File: src/rtl/seg_scan_pkg.sv
// seg_scan_pkg: shared types and constants for the seven-segment digit scanner
package seg_scan_pkg;
  typedef enum logic {BLANK, SHOW} state_t;
  localparam int NUM_DIGITS = 4;
  localparam int SEL_W = 2;
  function automatic int calc_div(input int clk_hz, input int scan_hz);
    return clk_hz / scan_hz;
  endfunction
endpackage

File: src/rtl/slot_timer.sv
// slot_timer: modulo-DIV slot counter with clear and enable, plus a wrap indicator
module slot_timer #(
  parameter int DIV = 10,
  localparam int W = (DIV > 1) ? $clog2(DIV) : 1
) (
  input  logic         clk,
  input  logic         rst_n,
  input  logic         clr,
  input  logic         en,
  output logic [W-1:0] cnt,
  output logic         wrap
);
  assign wrap = en && (cnt == W'(DIV - 1));
  always_ff @(posedge clk or negedge rst_n)
    if (!rst_n) cnt <= '0;
    else if (clr) cnt <= '0;
    else if (en) cnt <= wrap ? '0 : cnt + W'(1);
endmodule

File: src/rtl/seg_scan_ctrl.sv
// seg_scan_ctrl: time-multiplexed 4-digit scan with a blanking gap at each digit change
module seg_scan_ctrl
  import seg_scan_pkg::*;
#(
  parameter int CLK_HZ       = 100_000_000,
  parameter int SCAN_HZ      = 1_000,
  parameter int BLANK_CYCLES = 100
) (
  input  logic                  clk,
  input  logic                  rst_n,
  input  logic                  en,
  input  logic [NUM_DIGITS-1:0] digit_mask,
  output logic [SEL_W-1:0]      sel,
  output logic [NUM_DIGITS-1:0] an_n,
  output logic                  blank,
  output logic                  frame_tick
);
  localparam int DIV = calc_div(CLK_HZ, SCAN_HZ);
  localparam int CW = (DIV > 1) ? $clog2(DIV) : 1;
  if (BLANK_CYCLES < 1 || BLANK_CYCLES > DIV - 2) begin : g_bad_blank
    $error("seg_scan_ctrl: BLANK_CYCLES must lie in 1..DIV-2");
  end
  logic [CW-1:0]         cnt;
  logic                  wrap;
  state_t                state, state_nx;
  logic [SEL_W-1:0]      sel_nx;
  logic [NUM_DIGITS-1:0] an_nx;
  logic                  tick_nx;
  slot_timer #(.DIV(DIV)) u_timer (
    .clk  (clk),
    .rst_n(rst_n),
    .clr  (!en),
    .en   (en),
    .cnt  (cnt),
    .wrap (wrap)
  );
  // Outputs are registered from next-state values so they line up with the cnt they describe.
  always_ff @(posedge clk or negedge rst_n)
    if (!rst_n) begin
      state      <= BLANK;
      sel        <= '0;
      an_n       <= '1;
      blank      <= 1'b1;
      frame_tick <= 1'b0;
    end else begin
      state      <= state_nx;
      sel        <= sel_nx;
      an_n       <= an_nx;
      blank      <= state_nx == BLANK;
      frame_tick <= tick_nx;
    end
  always_comb begin
    state_nx = (!en || wrap) ? BLANK : (cnt == CW'(BLANK_CYCLES - 1)) ? SHOW : state;
    sel_nx   = wrap ? sel + SEL_W'(1) : sel;
  end
  always_comb begin
    an_nx = '1;
    if (state_nx == SHOW) an_nx[sel_nx] = ~digit_mask[sel_nx];
    tick_nx = wrap && (sel == SEL_W'(NUM_DIGITS - 1));
  end
endmodule

File: config.mk
export PLATFORM = sky130hd
export DESIGN_NAME = seg_scan_ctrl
export DESIGN_NICKNAME = d
export VERILOG_FILES = /design/src/rtl/seg_scan_pkg.sv /design/src/rtl/slot_timer.sv /design/src/rtl/seg_scan_ctrl.sv
export SDC_FILE = /design/constraint.sdc
export NUM_CORES = 1
export LEC_CHECK = 0
export CELL_PAD_IN_SITES_DETAIL_PLACEMENT = 1
export CELL_PAD_IN_SITES_GLOBAL_PLACEMENT = 1
export CORE_MARGIN = 3
export CORE_UTILIZATION = 46
export CTS_CLUSTER_DIAMETER = 120
export CTS_CLUSTER_SIZE = 20
export DETAILED_ROUTE_END_ITERATION = 7
export HOLD_SLACK_MARGIN = 0.15
export PLACE_DENSITY = 0.87
export SYNTH_ARGS = -nofsm -noshare
export SYNTH_HDL_FRONTEND = slang
export SYNTH_HIERARCHICAL = 1
export SYNTH_SLANG_ARGS = --single-unit
File: constraint.sdc
create_clock -name clk -period 4.9 [get_ports clk]
set_input_delay 1.47 -clock clk [delete_from_list [all_inputs] [get_ports clk]]
set_output_delay 1.47 -clock clk [all_outputs]
set_load 0.05 [all_outputs]
Drive-strength map:
Bar = 20 um.
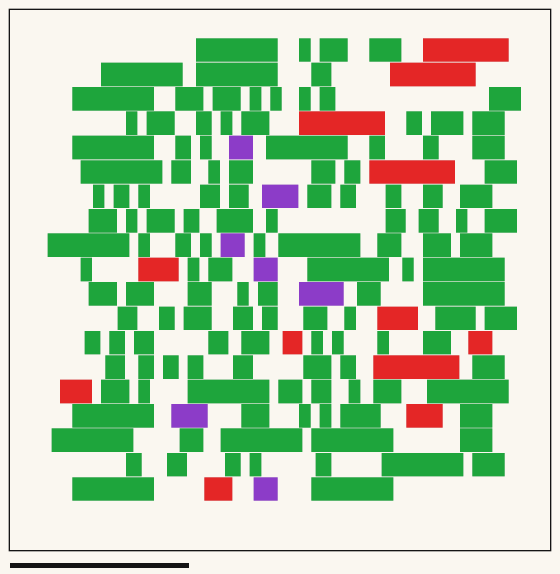
Key: _2 cells = red [cells 12]; _0 and _1 cells = green [cells 133]; _3 and _4 cells = purple [cells 7]
Non-Filler Cell Area, Final: 0.00156 mm^2
least setup slack across all paths after layout: 1.54 ns
synthesis-to-finish area growth: 15.0%
Repair and plain buffers: 15

Gate families picked out:
Bar = 20 um.
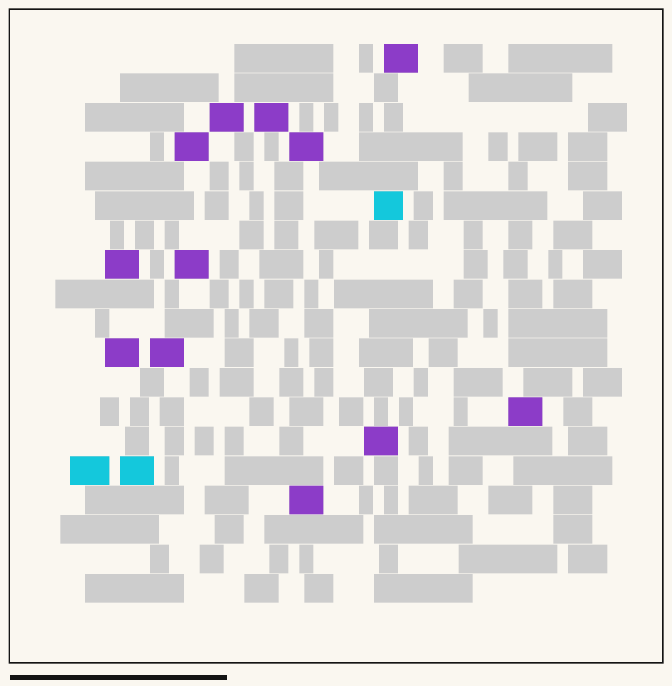
Key: XOR/XNOR gates = purple [cells 12, most used xnor2_1]; AND-OR and OR-AND gates = cyan [cells 3]
multi-input combinational area share: 42.6%
number of standard cells in the layout, taps in and fillers out: 183
most common library cell in the layout ignoring fill and taps: dfrtp_1

Sequential cells grouped by signal name:
Bar = 20 um.
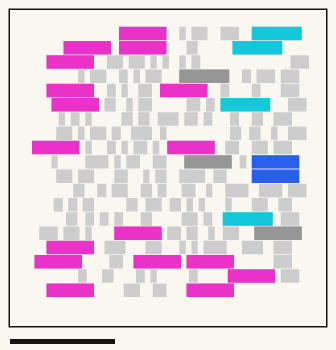
Key: an_n = cyan [placed flops 4]; u_timer/cnt = magenta [placed flops 17]; sel = blue [placed flops 2]
Another 3 sequential cells are not coloured.
power in sequential cells: 218 uW
fraction of standard cell area that is sequential: 42.2%

==> power by group <==
group | internal (uW) | switching (uW)
Sequential | 216 | 2.07
Combinational | 8.40 | 12.7
Clock | 31.9 | 63.4
==> cell usage in the layout, fill, tap and decap left out, types with 2 or more instances in the layout <==
cell             count
o31ai_1              2
nand3b_1             2
inv_1                6
or3_1                3
or4_4                2
o21ai_0              4
nand3_1              9
dfstp_2              5
or4_1                3
nor4b_1              2
ha_1                 2
and3_1               2
a21oi_1              4
dfrtp_1             21
nor4_1               6
nand4_1              3
nand2_1              7
clkbuf_4             3
nor2_1              15
nor3_1               4
xor2_1               4
xnor2_1              8
o21ai_1              2
clkdlybuf4s50_1     14
==> reports/summary.txt <==
Max-area cell class: combinational gates
TAP cells: 31
Post-Place Cells: 179
Core region area: 0.00278 mm^2
Later-pin clock latency in the skew report: 0.33 ns
Antenna violations before repair: 0
Number of clock buffer instances in the layout: 4
TritonCTS clock tree: built
Startpoint class of the critical path: input pin
Power density over the cells: 215 mW/mm^2
Outcome: complete, no violations
Nature of the critical path endpoint: register
Ordered cell list for the critical path: clkdlybuf4s50_1, nand4_1, nor2_1, or4b_4, or4_4, o21a_1
Cell area reported after detailed placement: 0.00153 mm^2
Peak fanout along the critical path: 12
Quantity of hold-fixing buffers added after cts: 0
Port Buffer Count: 14
Chip area estimate from yosys synthesis: 0.00135 mm^2
Buffers from clock root to sink, at most: 2
Detailed-route wire length per cell: 17.8 um
Num CTS Buffers: 3
Hold crit path type: register to register
Hpwl dp: 2440 um
Worst hold margin: 0.596 ns
Seq cells post-synth: 26
Area of the die: 0.00363 mm^2
Initial drt markers: 38
Total number of warnings across the stage logs: 26
Avg Cell Area, Syn: 10.0 um^2
Final tally of hold violations: 0
Most utilized layer in the global route result: met2
Max capacitance violation total: 0
Final Setup Violations: 0
Worst supply voltage drop on vdd: 0.152 mV
Critical path endpoint: blank
Final core occ: 55.9%
Met2 capacity usage during global routing: 36.9%
Area share of the leading cell type in the synthesized netlist: 38.9%
Final period util: 68.6%
Number of nets in the finished design: 162
Most area-consuming cells after synthesis: dfrtp_1, dfstp_2, xnor2_1, nor2_1, nand3_1
Simple-Gate Area Share: 30.0%
Cell depth of the worst hold path: 2
Post-synth tally of flip-flops with integrated enable: 0
No activity file was given, so power comes from the tool's default toggle rates.
